Fig. 1: run 1, congestion heat map
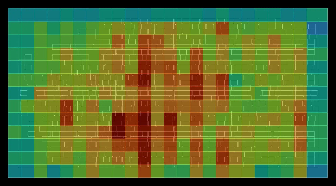
Fig. 2: run 1, wire density map
Bar = 50 um. The die is cut into 34 by 18 equal tiles; dark purple is low, yellow is high, scaled to the fullest tile. Values are wire area over tile area, all layers added.
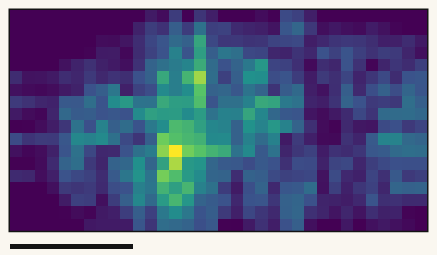
Fig. 3: run 1, cell classes on the final placement
Bar = 50 um.
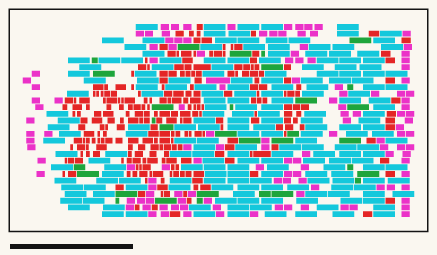
==> src/rtl/draw_bug_sprite.sv <==
// rtl/draw_bug_sprite.sv - bug sprite overlay stage for the VGA pixel stream
// Optional feature macro: BUG_TRANSPARENCY_EN (texels equal to KEY_COLOR show the background).
// Four-stage pipeline: box/offset calc, ROM address, ROM read, composite.
// Timing signals and background colour are delayed by the same four cycles.
module draw_bug_sprite #(
  parameter int          SIZE      = 64,
  parameter int          ADDR_W    = 12,
  parameter logic [11:0] KEY_COLOR = 12'hF0F
) (
  input  logic              pclk,
  input  logic              rst,
  input  logic [10:0]       hcount_in,
  input  logic [10:0]       vcount_in,
  input  logic              hsync_in,
  input  logic              vsync_in,
  input  logic              hblnk_in,
  input  logic              vblnk_in,
  input  logic [11:0]       rgb_in,
  input  logic [11:0]       xpos,
  input  logic [11:0]       ypos,
  input  logic [1:0]        rotation,
  input  logic [11:0]       rgb_pixel,
  output logic [ADDR_W-1:0] pixel_addr,
  output logic [10:0]       hcount_out,
  output logic [10:0]       vcount_out,
  output logic              hsync_out,
  output logic              vsync_out,
  output logic              hblnk_out,
  output logic              vblnk_out,
  output logic [11:0]       rgb_out
);

  // Row/column index width and the largest index within the sprite.
  localparam int            CW = ADDR_W / 2;
  localparam logic [CW-1:0] N  = CW'(SIZE - 1);
  // Packed timing word: {hcount, vcount, hsync, vsync, hblnk, vblnk, rgb}.
  localparam int            TW = 38;

  logic [11:0]   x_l, y_l;
  logic [1:0]    rot_l;
  logic          frame_start;
  logic [11:0]   x_eff, y_eff;
  logic [1:0]    rot_eff;
  logic [12:0]   h13, v13, x13, y13;
  logic          in_box_c;
  logic [CW-1:0] u_c, v_c;

  logic [TW-1:0] tim_in, tim1, tim2, tim3;
  logic          box1, box2, box3;
  logic [CW-1:0] u1, v1;
  logic [1:0]    rot1;
  logic [CW-1:0] row, col;
  logic          draw;

  // The frame-start pixel itself already uses the newly presented position,
  // so the whole frame is drawn from one consistent set of values.
  assign frame_start = (hcount_in == 11'd0) && (vcount_in == 11'd0);
  assign x_eff       = frame_start ? xpos : x_l;
  assign y_eff       = frame_start ? ypos : y_l;
  assign rot_eff     = frame_start ? rotation : rot_l;

  // Box test in 13 bits so x+SIZE never wraps: sprites clip at the right/bottom.
  assign h13      = {2'b00, hcount_in};
  assign v13      = {2'b00, vcount_in};
  assign x13      = {1'b0, x_eff};
  assign y13      = {1'b0, y_eff};
  assign in_box_c = (h13 >= x13) && (h13 < x13 + 13'(SIZE)) &&
                    (v13 >= y13) && (v13 < y13 + 13'(SIZE));
  // Only the low bits of the offset matter inside the box.
  assign u_c      = hcount_in[CW-1:0] - x_eff[CW-1:0];
  assign v_c      = vcount_in[CW-1:0] - y_eff[CW-1:0];

  assign tim_in = {hcount_in, vcount_in, hsync_in, vsync_in, hblnk_in, vblnk_in, rgb_in};

  // Capture position and rotation once per frame to avoid mid-frame tearing.
  always_ff @(posedge pclk or posedge rst) begin
    if (rst) begin
      x_l   <= '0;
      y_l   <= '0;
      rot_l <= '0;
    end else if (frame_start) begin
      x_l   <= xpos;
      y_l   <= ypos;
      rot_l <= rotation;
    end
  end

  // Stage 1: sprite-relative offsets, box flag and delayed timing.
  always_ff @(posedge pclk or posedge rst) begin
    if (rst) begin
      tim1 <= '0;
      box1 <= 1'b0;
      u1   <= '0;
      v1   <= '0;
      rot1 <= '0;
    end else begin
      tim1 <= tim_in;
      box1 <= in_box_c;
      u1   <= u_c;
      v1   <= v_c;
      rot1 <= rot_eff;
    end
  end

  // Map sprite offsets to ROM row/column for the selected orientation.
  always_comb begin
    row = '0;
    col = '0;
    case (rot1)
      2'd0: begin row = v1;     col = u1;     end
      2'd1: begin row = u1;     col = N - v1; end
      2'd2: begin row = N - v1; col = N - u1; end
      default: begin row = N - u1; col = v1; end
    endcase
  end

  // Stage 2: registered ROM address (parked at 0 outside the sprite).
  always_ff @(posedge pclk or posedge rst) begin
    if (rst) begin
      pixel_addr <= '0;
      tim2       <= '0;
      box2       <= 1'b0;
    end else begin
      pixel_addr <= box1 ? {row, col} : '0;
      tim2       <= tim1;
      box2       <= box1;
    end
  end

  // Stage 3: wait for the ROM read; its data is valid during this stage.
  always_ff @(posedge pclk or posedge rst) begin
    if (rst) begin
      tim3 <= '0;
      box3 <= 1'b0;
    end else begin
      tim3 <= tim2;
      box3 <= box2;
    end
  end

`ifdef BUG_TRANSPARENCY_EN
  assign draw = box3 && !tim3[13] && !tim3[12] && (rgb_pixel != KEY_COLOR);
`else
  assign draw = box3 && !tim3[13] && !tim3[12];
`endif

  // Stage 4: composite sprite over background and register all outputs.
  always_ff @(posedge pclk or posedge rst) begin
    if (rst) begin
      hcount_out <= '0;
      vcount_out <= '0;
      hsync_out  <= 1'b0;
      vsync_out  <= 1'b0;
      hblnk_out  <= 1'b0;
      vblnk_out  <= 1'b0;
      rgb_out    <= '0;
    end else begin
      hcount_out <= tim3[37:27];
      vcount_out <= tim3[26:16];
      hsync_out  <= tim3[15];
      vsync_out  <= tim3[14];
      hblnk_out  <= tim3[13];
      vblnk_out  <= tim3[12];
      rgb_out    <= draw ? rgb_pixel : tim3[11:0];
    end
  end

endmodule

==> config.mk <==
export PLATFORM = sky130hd
export DESIGN_NAME = draw_bug_sprite
export DESIGN_NICKNAME = d
export VERILOG_FILES = /design/src/rtl/draw_bug_sprite.sv
export SDC_FILE = /design/constraint.sdc
export NUM_CORES = 1
export LEC_CHECK = 0
export CAP_MARGIN = 15
export CORE_ASPECT_RATIO = 0.5
export CORE_MARGIN = 5
export CORE_UTILIZATION = 56
export CTS_BUF_LIST = sky130_fd_sc_hd__clkbuf_4 sky130_fd_sc_hd__clkbuf_8 sky130_fd_sc_hd__clkbuf_16
export DETAILED_ROUTE_END_ITERATION = 8
export PLACE_DENSITY = 0.95
export SLEW_MARGIN = 5
export SYNTH_ARGS = -nofsm -noshare
export SYNTH_HDL_FRONTEND = slang
export SYNTH_SLANG_ARGS = --single-unit
export TNS_END_PERCENT = 1
==> constraint.sdc <==
create_clock -name pclk -period 21.5 [get_ports pclk]
set_input_delay 4.3 -clock pclk [delete_from_list [all_inputs] [get_ports pclk]]
set_output_delay 4.3 -clock pclk [all_outputs]
set_load 0.01 [all_outputs]
==> results.toml, run 1 <==
# physical design summary
[outcome]
status = "completed"

[logic_synthesis]
most_frequent_cells_after_synthesis = "sky130_fd_sc_hd__dfrtp_1 (205), sky130_fd_sc_hd__inv_1 (40), sky130_fd_sc_hd__mux2i_1 (33), sky130_fd_sc_hd__ha_1 (32), sky130_fd_sc_hd__xnor2_1 (20)"
flop_cell = "sky130_fd_sc_hd__dfrtp_1"
syn_nets = 580
edf_count = 0
ys_cells = 468
synthesis.area_mm2 = 0.00714
post_synth_inst_count = 468
register_area_share_after_synthesis_pct = 71.8
synth.distinct_cells = 42
synth.yosys.chip_area_mm2 = 0.00714
synth.area.top_cells = "sky130_fd_sc_hd__dfrtp_1 (72%), sky130_fd_sc_hd__ha_1 (5.6%), sky130_fd_sc_hd__mux2i_1 (4.6%), sky130_fd_sc_hd__mux2_2 (2.7%), sky130_fd_sc_hd__xnor2_1 (2.5%)"
yosys_register_bits = 205
avgSynthCellArea_um2 = 15.3
synth_async_sr_flop_share_pct = 100
synth_top_cell_by_area = "sky130_fd_sc_hd__dfrtp_1"

[clock_network]
holdBufCountCts = 0
clock_sinks = 205
ctsResizeCount = 0
clock_tree.htree_level_count = 1
clk_latency_ps = 490
clock_tree.buffer_depth = 3
cts-root-buf = "sky130_fd_sc_hd__clkbuf_16"
post_cts_repair_timing_setup_buffer_count = 0
clk_pin_slew_ps = 70

[critical_path]
worst_r2r_path_depth = 10
worstSetupPathType = "input port to register"
critical_path_arrival_ps = 8690
critical_path_required_ps = 21900
timing.rr.end = "box1"
critical_path_buf_inv_count = 3
crit_path_end_kind = "register"
critPathLaunchType = "input port"
crit_path_cell_chain = "clkdlybuf4s50_1 > nor4_1 > nand4_1 > nor2_4 > buf_4 > mux2i_1 > inv_1 > ha_1 > xor2_1 > ha_1 > nand4_1 > nor3b_1 > a211o_1 > a221o_1 > a211oi_2"
crit_start = "vcount_in[1]"
crit_path_max_fanout = 25
setup.worst_path.end = "box1"
setup.reg_to_reg.worst_slack_ps = 18820
cp_slowest_cell = "sky130_fd_sc_hd__clkdlybuf4s50_1"

[worst_hold_path]
hp-start = "tim3[25]"
worstHoldPathType = "register to register"

[pwr]
power.share.sequential_pct = 52.9
design_power_total_uw = 773
cellPowerDensity_mw_per_mm2 = 84.0
p_sw_uw = 168
power.largest_group = "sequential cells"
power_consumed_by_combinational_cells_uw = 56.7
total_leakage_power_nw = 4.19
power.clock.fraction_pct = 39.8
pwr.group.sequential_uw = 409
p_clk_uw = 307
combinationalPowerShare_pct = 7.3

[drt]
uppermost_routed_layer = "met4"
met2WireLength_mm = 7.63
drt_iter0_markers = 272
antenna_violating_nets_post_route = 0
post-route-drc-count = 0
dr.pass1.iters = 4

[final_layout]
sh_comb_area_pct = 19.8
layout.area.top_class = "sequential cells"
logic_gates = 214
nFlopsAndLatches = 205
layout.non_clock_buffers = 130
area_growth_syn_to_layout_pct = 28.9
reg.largest.list = "tim1 x38, tim2 x38, tim3 x38"
post_route_cells_drive_above_1_share_pct = 8.87
mostFrequentLayoutCell = "sky130_fd_sc_hd__dfrtp_1"
number_of_non_clock_inverters_in_the_layout = 40
layout_top_cells_excl_fill_tap = "sky130_fd_sc_hd__dfrtp_1 (205), sky130_fd_sc_hd__clkdlybuf4s50_1 (127), sky130_fd_sc_hd__inv_1 (39)"
n_fill_cell = 756
fin_cells = 790
n_antenna_cell = 0

[grt]
grtUsageMet1_pct = 26.7
global_route_wire_length_before_repair_mm = 24.3
overflow = 0
first_global_vias = 4470
antenna_found_initial = 0
pin_count_of_the_biggest_net_entering_global_routing = 115

[floorplanning]
die.size.x_um = 170
die_height_um = 89.9
chip_footprint_mm2 = 0.0153
floorplan.rows = 29
floorplan.io_pins = 128

[placement]
dpl.cell_count = 758
port-buffer-count = 127
dpl.hpwl_mm = 10.2

[final_timing]
finalClockSkew_ps = 10.5
maxClockFrequency_mhz = 121
slew_violations = 0
setup_total_negative_slack_ps = 0
## Picture notes: Fig. 1
M2 GR Usage: 34.9%
Total Routing Usage GR: 20.3%
wire length per cell: 19.4 um
busiest grt layer: met2
final core utilization: 73.1%

## Picture notes: Fig. 2
The mean over all tiles is 0.16. The densest ninth of the die: centre. 8.2% of the tiles are over half the peak. The emptiest ninth of the die: upper left. 15% of the tiles are nearly empty. The fullest tile reaches 0.74.
total detailed-routing wirelength: 15.3 mm
via total after detailed routing: 4085

## Picture notes: Fig. 3
Key: red = all other logic [cells 254]; magenta = other buffers and delay cells [cells 130]; cyan = flip-flops [cells 205]; green = clock drivers and dummy loads [cells 31]

## run 1: through the flow
stage               hold WS, ps  instance area [um2]  setup slack [ps]
floorplan                   331                 7140             11600
global placement            332                 8610             13160
detailed placement          335                 8610             12990
CTS                         338                 9180             13350
global route                350                 9210             13050
finish                      337                 9210             13220
## run 1: logic make-up (layout without fill, tap and decap cells)
group	count (synthesis)	count (layout)	share of synthesized area [%]
adders and majority gates	34	34	6.16
and+or+nand+nor	57	57	4.59
DFF	205	205	71.8
muxes	50	50	7.30
AOI/OAI and AO/OA	48	48	4.38
buffers and inverters	49	201	2.70
xor gates and xnor gates	25	25	3.06
==> run 2, diff against run 1 <==
--- a/config.mk
+++ b/config.mk
@@ -8,10 +8,10 @@
 export CAP_MARGIN = 15
 export CORE_ASPECT_RATIO = 0.5
 export CORE_MARGIN = 5
-export CORE_UTILIZATION = 56
+export CORE_UTILIZATION = 47
 export CTS_BUF_LIST = sky130_fd_sc_hd__clkbuf_4 sky130_fd_sc_hd__clkbuf_8 sky130_fd_sc_hd__clkbuf_16
 export DETAILED_ROUTE_END_ITERATION = 8
-export PLACE_DENSITY = 0.95
+export PLACE_DENSITY = 0.86
 export SLEW_MARGIN = 5
 export SYNTH_ARGS = -nofsm -noshare
 export SYNTH_HDL_FRONTEND = slang
==> constraint.sdc (replaced) <==
create_clock -name pclk -period 7 [get_ports pclk]
set_input_delay 1.4 -clock pclk [delete_from_list [all_inputs] [get_ports pclk]]
set_output_delay 1.4 -clock pclk [all_outputs]
set_load 0.01 [all_outputs]
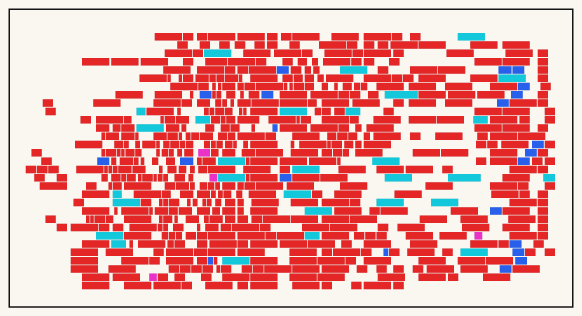
Fig. 4. Sizing map (run 2).
Key: cyan = drive 6 and up [cells 29]; red = drive 1 or less [cells 565]; magenta = drive 3 to 4 [cells 4]; blue = drive 2 [cells 22]
Syn-to-layout area delta: 30.1%
Design Area, Final: 0.00929 mm2

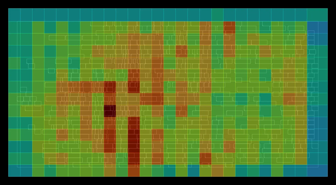
Fig. 5. Congestion heat map (run 2).
met3 usage: 3.81%
wire length per cell: 16.7 um

==> run 2 against run 1 <==
Net effect: routed wire length decreased by 11%; first-iteration DRC count decreased by 28%; sequential share of layout area decreased by 0.52 points; register-to-register slack got worse by 15000 ps; core utilization decreased by 9.7 points; sequential cell count unchanged; design area increased by 0.94%; critical endpoint unchanged; largest power group unchanged.
==> results.toml, run 2 <==
# physical design summary
[floorplanning]
chip_footprint_mm2 = 0.0179
floorplan.io_pins = 128
die.size.x_um = 184
floorplan.rows = 31
die_height_um = 97.2
well_tap_count = 198
floorplanUtilization_pct = 48.7
core_mm2 = 0.0147

[worst_hold_path]
hp-start = "tim1[1]"
worstHoldEndpoint = "tim2[1]"
hold-path-cell-count = 0
worstHoldPathType = "register to register"

[critical_path]
crit_start = "vcount_in[1]"
worstSetupPathType = "input port to register"
timing.critical_path.slowest_cell_delay_ps = 570
setup.worst_path.end = "box1"
crit_path_end_kind = "register"
timing.rr.end = "box1"
crit_path_max_fanout = 21
worst_r2r_path_depth = 10
critical_path_required_ps = 7390
critPathLaunchType = "input port"
cpLargestDelayFamily = "simple AND/OR/NAND/NOR gates"
setup.reg_to_reg.worst_slack_ps = 4200
cp_slowest_cell = "sky130_fd_sc_hd__nor2_4"
cp.depth = 13
critical_path_buf_inv_count = 1
critical_path_arrival_ps = 5480
worst_path_most_repeated_cell = "sky130_fd_sc_hd__ha_1"
r2r-start = "x_l[6]"
crit_path_cell_chain = "clkdlybuf4s50_1 > nor4_1 > nand4_1 > nor2_4 > mux2_2 > ha_1 > xor2_1 > ha_1 > or3_1 > a221oi_1 > o21ai_0 > a221o_1 > a211oi_2"

[final_layout]
fin_cells = 818
mostFrequentLayoutCell = "sky130_fd_sc_hd__dfrtp_1"
n_fill_cell = 1039
logic_gates = 214
final-comb-area_mm2 = 0.00183
layout.area.top_class = "sequential cells"
final-nonclk-buf-share_pct = 13.8
layout_top_cells_excl_fill_tap = "sky130_fd_sc_hd__dfrtp_1 (205), sky130_fd_sc_hd__clkdlybuf4s50_1 (127), sky130_fd_sc_hd__inv_1 (39)"
nFlopsAndLatches = 205
reg.largest.list = "tim1 x38, tim2 x38, tim3 x38"
layout.non_clock_buffers = 129
final_net_count = 720
post_route_cells_drive_above_1_share_pct = 8.87
register_area_mm2 = 0.00513
number_of_non_clock_inverters_in_the_layout = 40
layout.clock.cell_area_share_pct = 6.93
sh_comb_area_pct = 19.7
seq-cell-share_pct = 55.2
clockBufferCount = 25
n_antenna_cell = 0

[pwr]
p_sw_uw = 514
power.clock.fraction_pct = 42.4
total_leakage_power_nw = 4.21
power.largest_group = "sequential cells"
combinationalPowerShare_pct = 6.8
design_power_total_mw = 2.47
power_consumed_by_combinational_cells_uw = 167
power.ir.vdd_worst_mv = 0.140
pwr.group.sequential_mw = 1.25
p_clk_mw = 1.05
cellPowerDensity_mw_per_mm2 = 266
p_int_mw = 1.96
switching_share_pct = 20.8
power.share.sequential_pct = 50.8

[final_timing]
setup_total_negative_slack_ps = 0
max_slew.worst_pin.slew_ps = 967
rsz0062_at_grt = "no"
timing.final.crit_share_pct = 72.8
final.setup.worst_slack_ps = 1910
maxClockFrequency_mhz = 196
layout_min_cycle_time_ps = 5090
finalClockSkew_ps = 16.6
timing.slew.headroom_pct = 35.5
slew_violations = 0
setup_viol = 0
final_hold_viol_count = 0
timing.hold.ws_ps = 347

[logic_synthesis]
flop_cell = "sky130_fd_sc_hd__dfrtp_1"
synth.distinct_cells = 42
register_area_share_after_synthesis_pct = 71.8
most_frequent_cells_after_synthesis = "sky130_fd_sc_hd__dfrtp_1 (205), sky130_fd_sc_hd__inv_1 (40), sky130_fd_sc_hd__mux2i_1 (33), sky130_fd_sc_hd__ha_1 (32), sky130_fd_sc_hd__xnor2_1 (20)"
top_cell_area_share_pct = 71.8
edf_count = 0
total_number_of_yosys_warnings = 0
yosys_register_bits = 205
ys_cells = 468
syn_nets = 580
synth_top_cell_by_area = "sky130_fd_sc_hd__dfrtp_1"
synth.yosys.chip_area_mm2 = 0.00714
synth.area.top_cells = "sky130_fd_sc_hd__dfrtp_1 (72%), sky130_fd_sc_hd__ha_1 (5.6%), sky130_fd_sc_hd__mux2i_1 (4.6%), sky130_fd_sc_hd__mux2_2 (2.7%), sky130_fd_sc_hd__xnor2_1 (2.5%)"
synthMostInstantiatedCell = "sky130_fd_sc_hd__dfrtp_1"
post_synth_inst_count = 468
synth_async_sr_flop_share_pct = 100
avgSynthCellArea_um2 = 15.3
synthesis.area_mm2 = 0.00714

[clock_network]
ctsResizeCount = 0
clock_tree.buffer_depth = 3
clk_pin_slew_ps = 70
clock_tree.htree_level_count = 1
cts-root-buf = "sky130_fd_sc_hd__clkbuf_16"
clk_latency_ps = 480
clock_sinks = 205
holdBufCountCts = 0
cts_inserted_buffers = 18
tritoncts = "done"
post_cts_repair_timing_setup_buffer_count = 0

[placement]
dpl.hpwl_mm = 9.85
final_wtd_congestion = 0.896
dpl.cell_count = 786
detailedPlace.worstSlack_ps = 1450
port-buffer-count = 127

[drt]
dr.pass1.iters = 4
post-route-drc-count = 0
uppermost_routed_layer = "met4"
detail_route.wirelength.met1_mm = 5.96
antenna_violating_nets_post_route = 0
met2WireLength_mm = 6.60
met3_wirelength_um = 822
drt_iter0_markers = 197
post_drt_via_cell_ratio = 4.78

[grt]
pin_count_of_the_biggest_net_entering_global_routing = 150
grtUsageMet1_pct = 21.8
global_route_wire_length_before_repair_mm = 23.3
first_global_vias = 4348
grt.met2_usage_pct = 26.5
overflow = 0
antenna_found_initial = 0
gr-max-usage-layer = "met2"

[job]
log.warning_count = 30
maxCapViolations = 0

[outcome]
status = "completed"
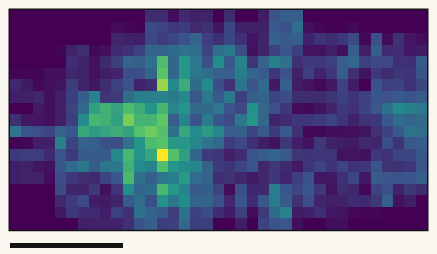
Fig. 6. Wire density map (run 2).
Bar = 50 um. The die is cut into 37 by 19 equal tiles; dark purple is low, yellow is high, scaled to the fullest tile. Values are wire area over tile area, all layers added.
The fullest tile reaches 0.60. The mean over all tiles is 0.12. The densest ninth of the die: centre. The emptiest ninth of the die: upper left. 16% of the tiles are nearly empty. 7.4% of the tiles are over half the peak.
via total after detailed routing: 3906
total detailed-routing wirelength: 13.7 mm
Total Routing Usage GR: 16.1%

## run 2: per-stage QoR
step                util [%]  cell area [um2]
finish                  63.4             9290
global route            63.4             9290
CTS                     63.4             9290
detailed placement      59.0             8650
global placement        59.0             8650
floorplan                  -             7140
## run 2: cell families (layout without fill, tap and decap cells)
logic type | count (synthesis) | count (layout) | share of synthesized area (%)
flops | 205 | 205 | 71.8
simple gates | 57 | 57 | 4.59
mux | 50 | 50 | 7.30
buf+inv | 49 | 201 | 2.70
compound gates | 48 | 48 | 4.38
fa+ha+maj | 34 | 34 | 6.16
xor+xnor | 25 | 25 | 3.06
==> run 3, diff against run 2 <==
==> constraint.sdc (replaced) <==
create_clock -name pclk -period 4.47 [get_ports pclk]
set_input_delay 0.894 -clock pclk [delete_from_list [all_inputs] [get_ports pclk]]
set_output_delay 0.894 -clock pclk [all_outputs]
set_load 0.01 [all_outputs]
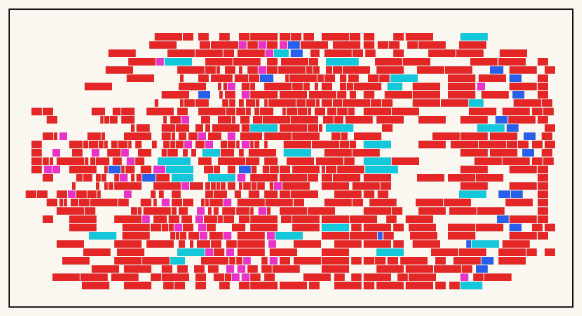
Fig. 7. Sizing map (run 3).
Key: red = drive 1 or less [cells 564]; cyan = drive 6 and up [cells 28]; blue = drive 2 [cells 22]; magenta = drive 3 to 4 [cells 50]
Syn-to-layout area delta: 35.2%
Repair and plain buffers: 174
Design Area, Final: 0.00966 mm2

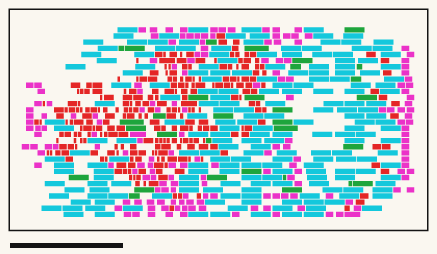
Fig. 8. Cell classes on the final placement (run 3).
Bar = 50 um.
Key: red = all other logic [cells 254]; cyan = flip-flops [cells 205]; magenta = other buffers and delay cells [cells 174]; green = clock drivers and dummy loads [cells 31]
std cell rows: 31
area of the core: 0.0147 mm2
final core utilization: 65.9%

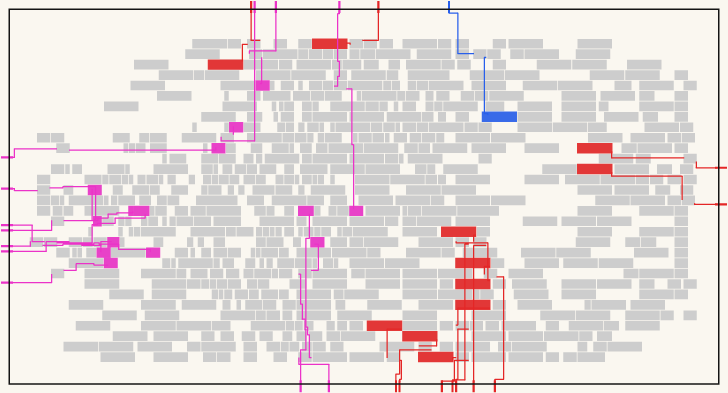
Fig. 9. Wires at chosen ports, followed through buffers (run 3).
Key: magenta = xpos [bits 12, direction input, end cells 14, buffers 12, wire 478 um]; red = vcount_out [bits 11, direction output, end cells 11, buffers 11, wire 308 um]; blue = vblnk_in [bits 1, direction input, end cells 1, buffers 1, wire 33.8 um]
number of input and output port buffers inserted: 127
top-level port count: 128

==> run 3 against run 2 <==
Net effect: final cell count rose by 5.4%; register-to-register slack worse by 2400 ps; clock skew shrank 8.6 ps; sequential cell count is the same; sequential power increased by 58%; largest cell class unchanged; largest power group unchanged.
==> results.toml, run 3 <==
# physical design summary
[outcome]
status = "completed"

[clock_network]
post_cts_repair_timing_setup_buffer_count = 0
tritoncts = "done"
clk_latency_ps = 480
clock_sinks = 205
cts_inserted_buffers = 18
cts-root-buf = "sky130_fd_sc_hd__clkbuf_16"

[job]
maxCapViolations = 0
log.warning_count = 30

[critical_path]
r2r-start = "x_l[7]"
cpLargestDelayFamily = "simple AND/OR/NAND/NOR gates"
timing.critical_path.slowest_cell_delay_ps = 440
crit_path_end_kind = "register"
cp.depth = 17
crit_path_max_fanout = 10
critical_path_arrival_ps = 4590
critical_path_required_ps = 4870
worstSetupPathType = "input port to register"
setup.reg_to_reg.worst_slack_ps = 1850
setup.worst_path.end = "box1"
worst_r2r_path_depth = 9
crit_start = "vcount_in[1]"
cp_slowest_cell = "sky130_fd_sc_hd__clkdlybuf4s50_1"

[logic_synthesis]
synthMostInstantiatedCell = "sky130_fd_sc_hd__dfrtp_1"
yosys_register_bits = 205
post_synth_inst_count = 468
synth.distinct_cells = 42
synth_top_cell_by_area = "sky130_fd_sc_hd__dfrtp_1"
most_frequent_cells_after_synthesis = "sky130_fd_sc_hd__dfrtp_1 (205), sky130_fd_sc_hd__inv_1 (40), sky130_fd_sc_hd__mux2i_1 (33), sky130_fd_sc_hd__ha_1 (32), sky130_fd_sc_hd__xnor2_1 (20)"
ys_cells = 468
synthesis.area_mm2 = 0.00714
syn_nets = 580
synth.area.top_cells = "sky130_fd_sc_hd__dfrtp_1 (72%), sky130_fd_sc_hd__ha_1 (5.6%), sky130_fd_sc_hd__mux2i_1 (4.6%), sky130_fd_sc_hd__mux2_2 (2.7%), sky130_fd_sc_hd__xnor2_1 (2.5%)"

[final_layout]
register_area_mm2 = 0.00513
mostFrequentLayoutCell = "sky130_fd_sc_hd__dfrtp_1"
final_net_count = 765
n_fill_cell = 1030
reg.largest.list = "tim1 x38, tim2 x38, tim3 x38"
final-comb-area_mm2 = 0.00183
fin_cells = 862

[pwr]
power.clock.fraction_pct = 42.4
power.largest_group = "sequential cells"
switching_share_pct = 20.6
power.ir.vdd_worst_mv = 0.266
p_int_mw = 3.10
pwr.group.sequential_mw = 1.97
power.share.sequential_pct = 50.4

[final_timing]
slew_violations = 0
finalClockSkew_ps = 7.97
timing.hold.ws_ps = 343
rsz0062_at_grt = "no"
timing.slew.headroom_pct = 27.9

[placement]
dpl.cell_count = 831
detailedPlace.worstSlack_ps = -190

[worst_hold_path]
hold-path-cell-count = 0
worstHoldEndpoint = "tim3[33]"
worstHoldPathType = "register to register"

[grt]
grtUsageMet1_pct = 21.2
pin_count_of_the_biggest_net_entering_global_routing = 206
global_route.usage.total_pct = 16.2
antenna_found_initial = 0

[drt]
met3_wirelength_um = 693
wl_per_cell_um = 16.4
detail_route.wirelength.met1_mm = 5.86
drt-total-wl_mm = 14.1

[floorplanning]
die_height_um = 97.2
## run 3: cell families after synthesis
family	after synthesis	synth area share, %
AOI/OAI and AO/OA	48	4.38
xor gates and xnor gates	25	3.06
adders and majority gates	34	6.16
buffers and inverters	49	2.70
DFF	205	71.8
muxes	50	7.30
and+or+nand+nor	57	4.59
## run 3: final cells by class
type / count / share of cell area [%]
Clock buffer: 25 / 5.47
Clock inverter: 6 / 1.20
Inverter: 40 / 1.59
Multi-Input combinational cell: 214 / 19.0
Sequential cell: 205 / 53.1
Tap cell: 198 / 2.57
Timing Repair Buffer: 174 / 17.1
## run 3: what timing repair did
action                                  in CTS  in global routing
endpoints found under the setup margin       0                  1
hold buffers                                 0                  0
resized                                      0                  1
Power and IR drop assume default switching activity.
